**config.mk**
```make
export PLATFORM = sky130hd
export DESIGN_NAME = mem_port_arbiter
export DESIGN_NICKNAME = d
export VERILOG_FILES = /design/src/rtl/mem_port_arbiter.sv
export SDC_FILE = /design/constraint.sdc
export NUM_CORES = 1
export LEC_CHECK = 0
export ABC_AREA = 0
export CAP_MARGIN = 20
export CORE_AREA = 4 4 104 106
export CTS_CLUSTER_DIAMETER = 150
export DETAILED_ROUTE_END_ITERATION = 16
export DIE_AREA = 0 0 108 110
export GPL_TIMING_DRIVEN = 0
export PLACE_DENSITY = 0.61
export REMOVE_ABC_BUFFERS = 1
export SLEW_MARGIN = 10
export SYNTH_ARGS = -nofsm -noshare
export SYNTH_HDL_FRONTEND = slang
export SYNTH_SLANG_ARGS = --single-unit
```
**constraint.sdc**
```tcl
create_clock -name clk -period 1.89 [get_ports clk]
set_clock_uncertainty 0.15 [all_clocks]
set_input_delay 0.4725 -clock clk [delete_from_list [all_inputs] [get_ports clk]]
set_output_delay 0.4725 -clock clk [all_outputs]
set_load 0.01 [all_outputs]
```
**src/rtl/mem_port_arbiter.sv**
```systemverilog
// mem_port_arbiter: shares one single-port memory between an instruction-fetch
// port (I, read-only) and a load/store port (D, read/write).
// One transaction is in flight at a time; simultaneous requests alternate
// round-robin against the last granted port.
//
// Ports:
//   clk, rst                    clock, asynchronous active-high reset
//   i_req/i_addr                fetch request and address
//   i_gnt/i_rvalid/i_rdata      fetch accept, data valid pulse, data
//   d_req/d_we/d_be/d_addr/d_wdata  data request, write enable, byte enables,
//                               address, write data
//   d_gnt/d_rvalid/d_rdata      data accept, read-data / write-done pulse, data
//   mem_en/mem_we/mem_be/mem_addr/mem_wdata  memory command
//   mem_rdata                   memory read data, MEM_LATENCY cycles after mem_en
//   busy                        a transaction is in flight
module mem_port_arbiter #(
    parameter int unsigned ADDR_WIDTH  = 32,
    parameter int unsigned DATA_WIDTH  = 32,
    parameter int unsigned MEM_LATENCY = 1
) (
    input  logic                    clk,
    input  logic                    rst,

    input  logic                    i_req,
    input  logic [ADDR_WIDTH-1:0]   i_addr,
    output logic                    i_gnt,
    output logic                    i_rvalid,
    output logic [DATA_WIDTH-1:0]   i_rdata,

    input  logic                    d_req,
    input  logic                    d_we,
    input  logic [DATA_WIDTH/8-1:0] d_be,
    input  logic [ADDR_WIDTH-1:0]   d_addr,
    input  logic [DATA_WIDTH-1:0]   d_wdata,
    output logic                    d_gnt,
    output logic                    d_rvalid,
    output logic [DATA_WIDTH-1:0]   d_rdata,

    output logic                    mem_en,
    output logic                    mem_we,
    output logic [DATA_WIDTH/8-1:0] mem_be,
    output logic [ADDR_WIDTH-1:0]   mem_addr,
    output logic [DATA_WIDTH-1:0]   mem_wdata,
    input  logic [DATA_WIDTH-1:0]   mem_rdata,

    output logic                    busy
);

    localparam int unsigned BE_W  = DATA_WIDTH / 8;
    localparam int unsigned CNT_W = $clog2(MEM_LATENCY + 1);

    // A zero-latency memory cannot be tracked by the countdown.
    generate
        if (MEM_LATENCY < 1) begin : g_bad_latency
            $fatal(1, "mem_port_arbiter: MEM_LATENCY must be >= 1");
        end
    endgenerate

    typedef enum logic {
        ST_IDLE = 1'b0,
        ST_WAIT = 1'b1
    } state_t;

    state_t           r_state;
    logic             r_owner_d;   // 1: D port owns the transaction in flight
    logic             r_last_d;    // 1: D port won the last grant
    logic             r_we;        // transaction in flight is a write
    logic [CNT_W-1:0] r_cnt;

    logic w_pick_i;
    logic w_pick_d;
    logic w_idle;
    logic w_done;

    // Round-robin pick: on a tie the port that did not win last time goes.
    assign w_pick_i = i_req && (!d_req || r_last_d);
    assign w_pick_d = d_req && (!i_req || !r_last_d);

    // Outputs are forced low while reset is held, independent of the inputs.
    assign w_idle = (r_state == ST_IDLE) && !rst;
    assign w_done = (r_state == ST_WAIT) && (r_cnt == CNT_W'(1)) && !rst;

    // State, ownership and latency countdown.
    always_ff @(posedge clk or posedge rst) begin
        if (rst) begin
            r_state   <= ST_IDLE;
            r_owner_d <= 1'b0;
            r_last_d  <= 1'b1;
            r_we      <= 1'b0;
            r_cnt     <= '0;
        end else begin
            case (r_state)
                ST_IDLE: begin
                    if (w_pick_i || w_pick_d) begin
                        r_owner_d <= w_pick_d;
                        r_last_d  <= w_pick_d;
                        r_we      <= w_pick_d && d_we;
                        r_cnt     <= CNT_W'(MEM_LATENCY);
                        r_state   <= ST_WAIT;
                    end
                end
                ST_WAIT: begin
                    r_cnt <= r_cnt - CNT_W'(1);
                    if (r_cnt == CNT_W'(1)) begin
                        r_state <= ST_IDLE;
                    end
                end
                default: r_state <= ST_IDLE;
            endcase
        end
    end

    // Grant, memory command and response steering.
    always_comb begin
        i_gnt     = w_idle && w_pick_i;
        d_gnt     = w_idle && w_pick_d;
        mem_en    = 1'b0;
        mem_we    = 1'b0;
        mem_be    = '0;
        mem_addr  = '0;
        mem_wdata = '0;
        i_rvalid  = 1'b0;
        i_rdata   = '0;
        d_rvalid  = 1'b0;
        d_rdata   = '0;
        busy      = (r_state == ST_WAIT) && !rst;

        if (d_gnt) begin
            mem_en    = 1'b1;
            mem_we    = d_we;
            mem_be    = d_be;
            mem_addr  = d_addr;
            mem_wdata = d_wdata;
        end else if (i_gnt) begin
            mem_en    = 1'b1;
            mem_be    = {BE_W{1'b1}};
            mem_addr  = i_addr;
        end

        if (w_done) begin
            if (r_owner_d) begin
                d_rvalid = 1'b1;
                // A write completion carries no data.
                d_rdata  = r_we ? '0 : mem_rdata;
            end else begin
                i_rvalid = 1'b1;
                i_rdata  = mem_rdata;
            end
        end
    end

endmodule

```
Figure 1. Clock distribution (run 1).
The bar under the picture is 20 microns long.
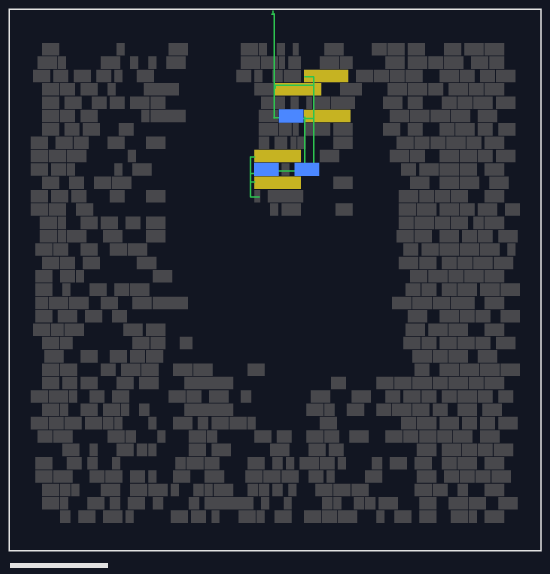
[yellow] flip-flops | count: 5
[green] clock wires | length: 96.9 microns
[blue] cells driving clock nets | count: 3
flops lie	top middle
routed clock nets	4
clock power share: 5.7%
clock group power: 0.000198 W
Latency at later pin: 0.22 ns

Figure 2. Clock wiring as the flow saved it (run 1).
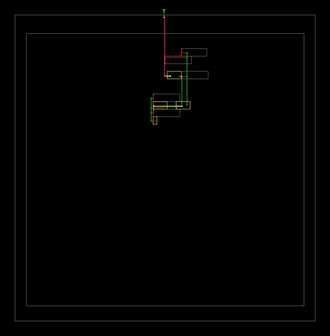
CLK BUF: 4
CTS buffer count: 3
registers: 5
CTS sink count: 5

==> results_slide.txt, run 1 <==
Flow Results at a Glance

Synthesis
  – Area share, top type: a little under half
  – Synthesis area per yosys: around 1300 sq um
  – Synth flops: 5
  – Synth Cell Area: ~1300 sq um
  – Yosys top cell by instances: and2_1
  – Mean area per synthesized cell: between 7 and 8 sq um
  – Top FF cell, synth: dfrtp_1
  – Yosys cell count: roughly 180
  – Largest area contributor in the netlist: and2_1
  – Seq share, synth: under 10%
  – Distinct lib cells: 24
  – Top area cell types: and2_1 47%, a22o_1 22%, dfrtp_1 7.7%

Global route
  – Largest net degree at the start of global routing: 24
  – Global route total overflow: 0
  – Routing usage on met1: between 10% and 20%
  – Global-route track usage on met3: ~6%
  – GRT Max-Usage Layer: met2
  – First-pass GRT wire length: between 15000 and 20000 microns
  – Initial antenna violation count: 0

Detailed routing
  – Via/cell ratio: approximately 4.2
  – DRT iter0 DRCs: roughly 50
  – DR vias: 2703
  – WL/cell: around 20 microns

STA
  – RSZ-0062 raised after global routing: true
  – Final Setup Violations: roughly 140
  – Slew headroom: between 80 and 90%
  – FMAX: between 0.4 and 0.5 GHz
  – Setup tns final: -40.03 ns
  – Period minus WS final: about 2.3 ns
  – Post-route setup slack: -0.396 ns
  – Max Slew Vio Count: 0
  – Final hold vios: 0

Final layout
  – Area grow syn2layout: 292%
  – Comb_multi_in: 167
  – Ant. Diodes: 0
  – Share of cells above drive strength 1: 58.7%
  – Most numerous logic cells after layout: 141 x buf_6, 133 x clkdlybuf4s50_1, 71 x and2_4
  – Final nets: approximately 650
  – Final core occ: 52.3%
  – Register area: 130 sq um
  – Largest cell class: non-clock buffers
  – Signal buf overhead: between 60% and 70%
  – Fin area: between 5000 and 6000 sq um
  – Flop share of the area: ~2.5%
  – Comb area: around 1400 sq um

Setup path
  – Crit Path Class: reg2out
  – WP buf/inv: 3
  – Critical path peak fanout: 6
  – Stages on worst setup path: 6
  – R2R Setup Slk: 0.49 ns
  – Worst Setup End Kind: primary output
  – Required time of the critical path: between 1 and 1.5 ns
  – CP max-delay cell: dfstp_2
  – Critical path's top delay family: flip-flops
  – Critical R2R Capture: r_owner_d
  – Crit-path cells: nand2_4 -> and3_4 -> buf_12 -> buf_16 -> a22o_1 -> buf_6

Outcome
  – Failing checks: setup timing
  – Outcome: finished with violations

Clock tree
  – Clock Pin Slew Worst Setup and Hold Paths: 0.04 ns
  – CTS tree: yes
  – Clk buf depth: 2
  – Post-CTS Hold Buffers: 0
  – Clock H-tree levels: 1
  – Post-CTS setup buffers: 47

Place
  – DP Wirelength: just over 8000 microns
  – GPL Wtd Cong: between 0.8 and 0.9

Floorplan
  – Die width: about 110 microns
  – Core box area: ~10000 sq um
  – Row count: 36
  – Tap Count: roughly 130
  – Die H: ~110 microns

Power and ir drop
  – Leak: 2.48 nW
  – Pwr dens: 680 nW/um^2
  – Flop pwr share: under 10%
  – Top power consumer group: combinational logic
  – Flop+latch power: approximately 0.0003 W

Job
  – Maxcap violations: 0
  – Number of warnings in the stage logs: 27
Figure 3. Gate-type map (run 1).
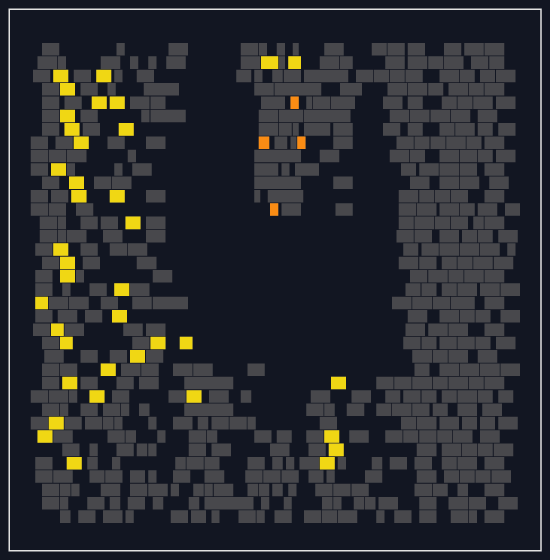
colour	family	cells	most used
orange	inverting AOI/OAI gates	4	a21oi_1
yellow	AND-OR and OR-AND gates	38	a22o_1
Top cell excl fill/tap: buf_6
Post-Layout Cell Count: 641
Comb/total area: 27.7%

Figure 4. Nets reached from selected ports (run 1).
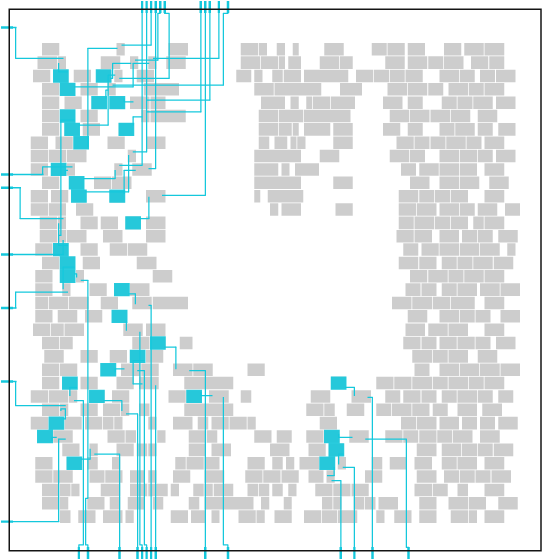
colour	port	bits	direction	end cells	buffers	wire
cyan	`mem_addr`	32	output	32	32	1140 microns
IO buf count: 275
I/O Pins: 276

-- run 1: metrics by stage --
step	hold WS, ns	power (W)
floorplan	0.100	0.000918
global placement	0.341	0.00210
detailed placement	0.353	0.00213
CTS	0.0178	0.00303
global route	0.170	0.00364
finish	0.147	0.00347
-- run 1: cells by family after synthesis --
| group | share of synthesized area [%] |
|---|---|
| and+or+nand+nor | 53.6 |
| DFF | 9.70 |
| AOI/OAI and AO/OA | 26.8 |
| buffers and inverters | 9.89 |
-- run 1: metal layers --
layer | routed length, microns | part of all wire, %
met5 | 0 | 0
met3 | 1390 | 11
met2 | 6960 | 56
met1 | 4070 | 32
met4 | 120 | 0.96
--- run 2 (diff from run 1) ---
- CORE_AREA: 4 4 104 106 -> 2 2 108 110
- DIE_AREA: 0 0 108 110 -> 0 0 110 112
- PLACE_DENSITY: 0.61 -> 0.56
==> run 2 against run 1 <==
Against the previous run: the flow still finishes with violations (setup timing); critical path depth unchanged; worst hold slack got worse by 0.14 ns; wire length decreased by 7.1%; combinational power decreased by 3%; non-clock buffer count decreased by 9; power increased by 0.98%; clock power increased by 77%; final cell count decreased by 0.31%; first-iteration DRC count increased by 57%; cell area increased by 1.9%; die area increased by 3.7%; sequential power decreased by 8.4%.
==> results_slide.txt, run 2 <==
Flow Results at a Glance

Setup path
  – R2R Setup Slk: 0.61 ns
  – WP buf/inv: 3
  – CP max-delay cell: dfstp_2
  – Critical path peak fanout: 8

STA
  – Final Setup Violations: around 140
  – Final hold vios: 0
  – Max Slew Vio Count: 0
  – Post-route setup slack: -0.405 ns
  – Worst Hold Slack: roughly 0.011 ns
  – Slew headroom: 74.7%

Detailed routing
  – DR vias: approximately 2700
  – WL/cell: ~18 microns
  – Met3 wire length: 1210 microns
  – Via/cell ratio: ~4.2
  – DRT met1 WL: ~3800 microns

Global route
  – Largest net degree at the start of global routing: 16
  – Global route total overflow: 0

Clock tree
  – CTS sink count: 5
  – Clock Pin Slew Worst Setup and Hold Paths: about 0.03 ns

Power and ir drop
  – Clock power share: between 10% and 20%
  – Top power consumer group: combinational logic
  – Flop+latch power: 0.000282 W
  – Clock group power: roughly 0.00035 W

Floorplan
  – Core box area: 11200 sq um
  – Row count: 39
  – Die width: 110 microns
  – Die H: roughly 110 microns

Synthesis
  – Distinct lib cells: 24
  – Yosys top cell by instances: and2_1
  – Area share, top type: around 47%
  – Top FF cell, synth: dfrtp_1
  – Mean area per synthesized cell: approximately 7.3 sq um
  – Synth flops: 5
  – Top area cell types: and2_1 47%, a22o_1 22%, dfrtp_1 7.7%
  – Seq share, synth: roughly 9.7%
  – Yosys cell count: around 180
  – Synth Cell Area: roughly 1300 sq um

Final layout
  – Fin area: roughly 5200 sq um
  – Most numerous logic cells after layout: 133 x clkdlybuf4s50_1, 131 x buf_6, 90 x and2_4
  – Signal buf overhead: roughly 65%
  – Comb_multi_in: around 160
  – Register area: ~130 sq um

Outcome
  – Failing checks: setup timing
  – Outcome: finished with violations

Place
  – GPL Wtd Cong: slightly above 0.8
==> run 2: logic make-up (layout without fill, tap and decap cells) <==
| family | Yosys count | in the layout | synth area share (%) |
|---|---|---|---|
| AND-OR/OR-AND | 42 | 42 | 26.8 |
| buffers and inverters | 20 | 327 | 9.89 |
| flip-flops | 5 | 5 | 9.70 |
| AND/OR/NAND/NOR | 112 | 122 | 53.6 |
==> run 2: per-layer routing <==
layer	track usage, %	up-vias
met5	0	-
met4	2.78	0
met3	5.15	10
met2	34.2	176
met1	15.9	1249
li1	-	1268
==> run 2: worst reg2reg max path: cells and delay by family, from the launching register on <==
| family | cells | cell delay [ns] |
|---|---|---|
| AOI/OAI and AO/OA | 1 | 0.20 |
| and+or+nand+nor | 1 | 0.07 |
| buffers and inverters | 2 | 0.31 |
| DFF | 1 | 0.43 |
Figure 5. Gate-type map (run 2).
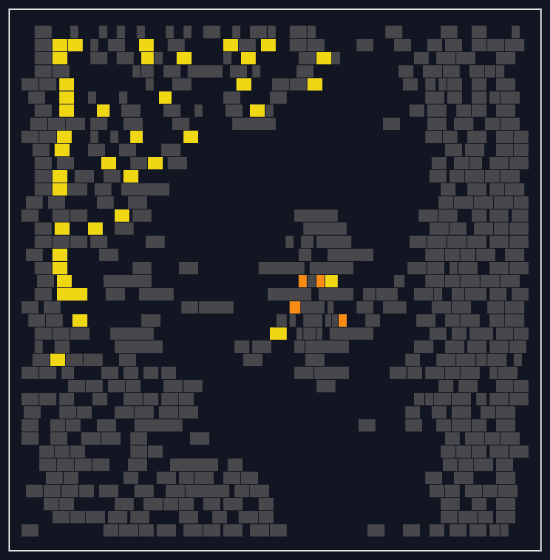
colour	family	cells	most used
yellow	AND-OR and OR-AND gates	38	a22o_1
orange	inverting AOI/OAI gates	4	a21oi_1
Post-Layout Cell Count: 639
Comb/total area: 27.4%
Top cell excl fill/tap: clkdlybuf4s50_1

Figure 6. Routed metal, one colour a layer (run 2).
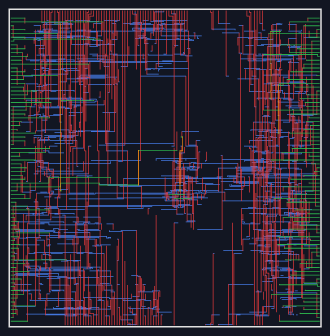
colour	layer	wire length
blue	met1	3840 microns
green	met3	1210 microns
orange	met4	132 microns
red	met2	6470 microns

Figure 7. Clock distribution (run 2).
The bar under the picture is 20 microns long.
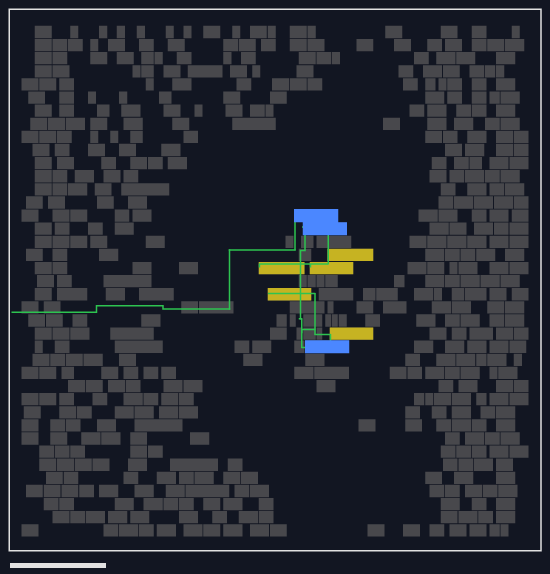
[yellow] flip-flops | count: 5
[green] clock wires | length: 166 microns
[blue] cells driving clock nets | count: 3
flops lie	middle

Power figures rest on the tool's default switching activity, not on a simulated workload.
